==> config.mk <==
export PLATFORM = sky130hd
export DESIGN_NAME = sonar_scheduler
export DESIGN_NICKNAME = d
export VERILOG_FILES = /design/src/rtl/sonar_scheduler.sv
export SDC_FILE = /design/constraint.sdc
export NUM_CORES = 1
export LEC_CHECK = 0
export CAP_MARGIN = 20
export CORE_AREA = 2 2 111 70
export CTS_CLUSTER_DIAMETER = 150
export CTS_CLUSTER_SIZE = 12
export DETAILED_ROUTE_END_ITERATION = 10
export DIE_AREA = 0 0 113 72
export GPL_TIMING_DRIVEN = 0
export HOLD_SLACK_MARGIN = 0.08
export PLACE_DENSITY = 0.73
export SYNTH_ARGS = -nofsm -noshare
export SYNTH_HDL_FRONTEND = slang
export SYNTH_SLANG_ARGS = --single-unit
export TNS_END_PERCENT = 50
==> constraint.sdc <==
create_clock -name clk -period 2.3 [get_ports clk]
set_input_delay 0.345 -clock clk [delete_from_list [all_inputs] [get_ports clk]]
set_output_delay 0.345 -clock clk [all_outputs]
set_load 0.005 [all_outputs]
==> src/rtl/sonar_scheduler.sv <==
// sonar_scheduler: alternates two HC-SR04 sensors on one shared trigger/echo timing channel
module sonar_scheduler #(
  parameter int TRIG_CYCLES  = 500,
  parameter int ECHO_TIMEOUT = 1_500_000,
  parameter int GAP_CYCLES   = 500_000,
  parameter int DIST_W       = 21
) (
  input  logic              clk,
  input  logic              rst,
  input  logic              enable,
  input  logic              echo_main,
  input  logic              echo_mini,
  output logic              trig_main,
  output logic              trig_mini,
  output logic [DIST_W-1:0] dist_main,
  output logic [DIST_W-1:0] dist_mini,
  output logic              valid_main,
  output logic              valid_mini,
  output logic              timeout_main,
  output logic              timeout_mini,
  output logic              active_sel
);
  localparam int MX = ECHO_TIMEOUT > GAP_CYCLES ? ECHO_TIMEOUT : GAP_CYCLES;
  localparam int CW = $clog2(MX + 1);

  if (64'(ECHO_TIMEOUT) > (64'd1 << DIST_W) - 64'd1) begin : g_range
    $error("ECHO_TIMEOUT does not fit in DIST_W bits");
  end

  typedef enum logic [2:0] {IDLE, TRIG, WAIT_RISE, MEASURE, GAP} state_t;

  state_t        state, state_n;
  logic [1:0]    sync_main, sync_mini;
  logic          echo_s, echo_d, rise, hit_valid, hit_to, sel_n;
  logic [CW-1:0] cnt;

  assign echo_s = active_sel ? sync_mini[1] : sync_main[1];
  assign rise   = echo_s & ~echo_d;
  assign sel_n  = active_sel ^ (state == GAP && state_n != GAP);

  // next state and measurement outcome; the MEASURE count runs on the delayed echo so dist equals echo width
  always_comb begin
    state_n   = state;
    hit_valid = 1'b0;
    hit_to    = 1'b0;
    case (state)
      IDLE:      if (enable) state_n = TRIG;
      TRIG:      if (cnt == CW'(TRIG_CYCLES - 1)) state_n = WAIT_RISE;
      WAIT_RISE: if (rise) state_n = MEASURE;
                 else if (cnt == CW'(ECHO_TIMEOUT - 1)) begin
                   state_n = GAP;
                   hit_to  = 1'b1;
                 end
      MEASURE:   if (!echo_d) begin
                   state_n   = GAP;
                   hit_valid = 1'b1;
                 end else if (cnt == CW'(ECHO_TIMEOUT)) begin
                   state_n = GAP;
                   hit_to  = 1'b1;
                 end
      GAP:       if (cnt == CW'(GAP_CYCLES - 1)) state_n = enable ? TRIG : IDLE;
      default:   state_n = IDLE;
    endcase
  end

  // state, shared counter, echo synchronizers and registered outputs
  always_ff @(posedge clk) begin
    if (rst) begin
      state        <= IDLE;
      cnt          <= '0;
      sync_main    <= '0;
      sync_mini    <= '0;
      echo_d       <= 1'b0;
      active_sel   <= 1'b0;
      trig_main    <= 1'b0;
      trig_mini    <= 1'b0;
      dist_main    <= '0;
      dist_mini    <= '0;
      valid_main   <= 1'b0;
      valid_mini   <= 1'b0;
      timeout_main <= 1'b0;
      timeout_mini <= 1'b0;
    end else begin
      state        <= state_n;
      cnt          <= (state_n != state || state == IDLE) ? '0 : cnt + 1'b1;
      sync_main    <= {sync_main[0], echo_main};
      sync_mini    <= {sync_mini[0], echo_mini};
      echo_d       <= echo_s;
      active_sel   <= sel_n;
      trig_main    <= state_n == TRIG && !sel_n;
      trig_mini    <= state_n == TRIG && sel_n;
      valid_main   <= hit_valid && !active_sel;
      valid_mini   <= hit_valid && active_sel;
      timeout_main <= hit_to && !active_sel;
      timeout_mini <= hit_to && active_sel;
      if (hit_valid && !active_sel) dist_main <= DIST_W'(cnt);
      if (hit_valid && active_sel) dist_mini <= DIST_W'(cnt);
    end
  end
endmodule
==> run_1/clk_routes.png <==
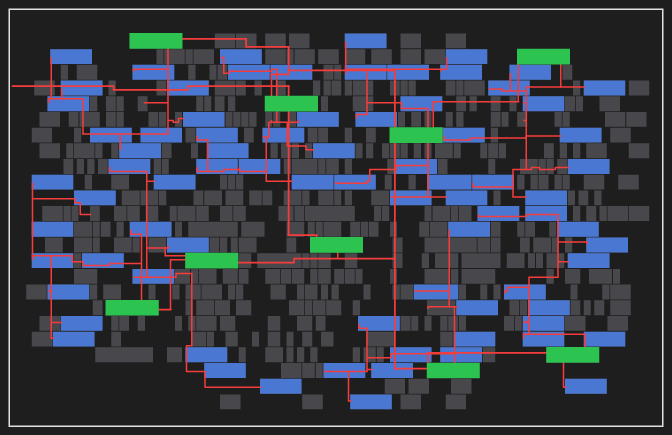
[flip-flops] blue | count: 78
[clock wires] red | length: 972 um
[clock drivers] green | count: 9
routed clock nets: 10
flops lie: all over the die
clock skew: 0.00314 ns
clock-net power: 1.28 mW
Latency at later pin: 0.34 ns
Clk network pwr share: 47.2%

==> run_1/io_placement.png <==
Pins as bars across the die edge, other pins in grey.
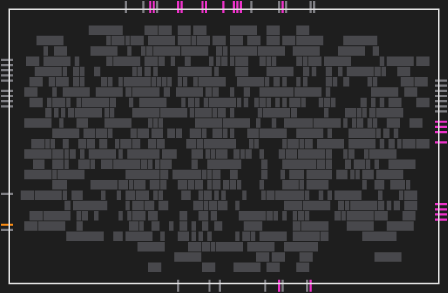
[`dist_mini`] magenta | pins: 21 | direction: output | edge: 11 top, 8 right, 2 bottom
[`trig_main`] orange | pins: 1 | direction: output | edge: left
height of the die: 72 um
Port Buffer Count: 53
Die X: 113 um

==> flow_summary_export.csv, run 1 <==
group,metric,value,unit
status,status,"finished with violations",
status,violations,"design-rule violations",
setup_path,crit_end,"cnt[2]",
finish,register_area,1560,um^2
yosys,aoi_share,10.9,%
setup_path,slowest_delay,0.38,ns
drt,drcViolationCount,2,
drt,first_pass_iters,8,
yosys,edf_count,0,
finish,diodes,0,
setup_path,critPathCaptureType,"flip-flop",
timing,fmax,442,MHz
place,dpl.cell_count,538,
cts,postCtsResizedCells,6,
yosys,simple_gate_share,30.1,%
cts,cts_made_buffers,9,
pwr,vdd_ir_drop_max,327,uV
finish,final_cell_mix,"99 x nand2_1, 76 x dfxtp_1, 53 x clkdlybuf4s50_1",
yosys,adder_share,0.770,%
setup_path,cp.depth,9,
finish,area_growth,29.1,%
==> run_1/layer_met4.png <==
The bar under the picture is 20 um long.
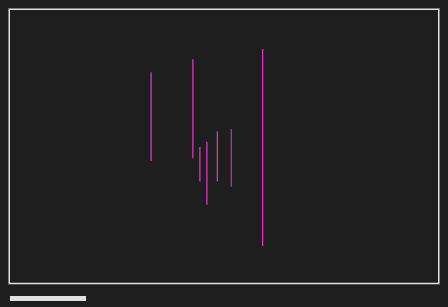
share of all routed wire: 1.8%
longest straight run: 51.7 um
nets with wire on the layer: 7
total detailed-routing wirelength: 8450 um
Vias: 2968

==> run 2, diff against run 1 <==
- CORE_AREA: 2 2 111 70 -> 2 2 87 89
- DIE_AREA: 0 0 113 72 -> 0 0 89 91
==> run 2 against run 1 <==
Net effect: the run now ends clean; fmax rose by 3.8%; critical path depth fell by 2; clock skew rose by 0.0027 ns; first-iteration DRC count fell by 30%; die area fell by 0.45%; non-clock buffer count did not move; largest power group unchanged; highest routed layer unchanged.
==> flow_summary_export.csv, run 2 <==
group,metric,value,unit
status,status,"complete, no violations",
cts,clkLatencyLatePin,0.36,ns
drt,first_pass_iters,4,
setup_path,slowest_delay,0.40,ns
finish,diodes,0,
setup_path,crit_end,"trig_main",
timing,finClkSkew,0.00588,ns
finish,clk_share,6.01,%
timing,fmax,459,MHz
drt,drcViolationCount,0,
drt,highest_layer,"met4",
finish,register_area,1570,um^2
setup_path,crit_family,"AND-OR/OR-AND gates",
global_route,grt_max_degree,16,
yosys,edf_count,0,
yosys,fp_nets,401,
pwr,seq_power,1.36,mW
drt,vias,2866,
setup_path,cp.depth,7,
pwr,p_seq_share,50.0,%
pwr,clockPowerShare,47.5,%
pwr,vdd_ir_drop_max,378,uV
yosys,adder_share,0.770,%
yosys,aoi_share,10.9,%
place,portBuffers,53,
setup_path,reg2reg_slack,0.12,ns
timing,final-setup-viol-count,0,
place,dpl.cell_count,546,
yosys,yosys.cell_types.count,48,
cts,postCtsResizedCells,4,
drt,drt_wl_total,7760,um
setup_path,critPathCaptureType,"flip-flop",
finish,num-nonclk-buffers,79,
yosys,simple_gate_share,30.1,%
drt,drtIter0Drc,184,
==> run_2/clocks.png <==
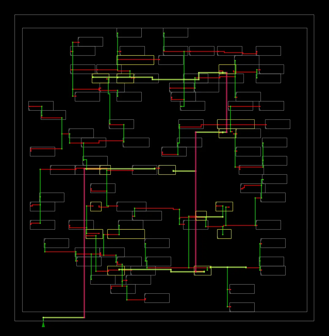
clock-net power: 1.29 mW
CTS buffer count: 9
Flops: 78

==> run_2/io_placement.png <==
Pins as bars across the die edge, other pins in grey.
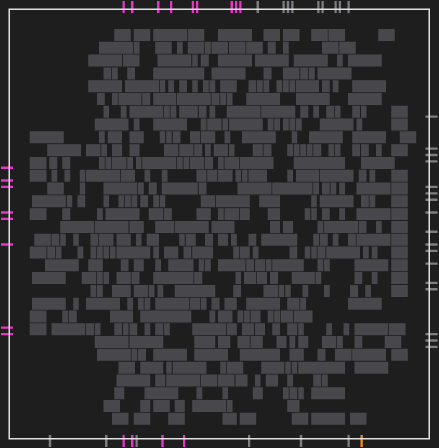
[`dist_mini`] magenta | pins: 21 | direction: output | edge: 9 top, 8 left, 4 bottom
[`trig_main`] orange | pins: 1 | direction: output | edge: bottom
all pins by edge: 18 top, 17 right, 11 bottom, 8 left
Die X: 89 um
height of the die: 91 um

==> run_2/sizes.png <==
The bar under the picture is 20 um long.
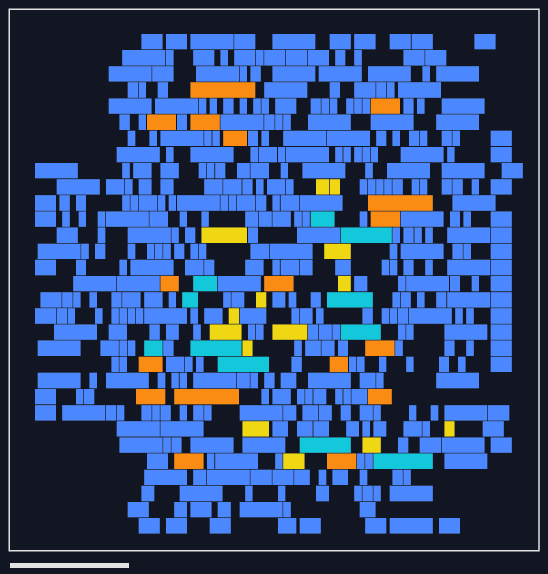
[_3 and _4 cells] cyan | cells: 11 | share: 2.4%
[_0 and _1 cells] blue | cells: 420 | share: 91% | most used: nand2_1
[_2 cells] yellow | cells: 14 | share: 3.0% | most used: buf_2
[_6 and larger] orange | cells: 17 | share: 3.7% | most used: clkbuf_8
Layout area overhead: 28.8%
post-route cell area: 4190 um^2

Power and IR drop assume default switching activity.
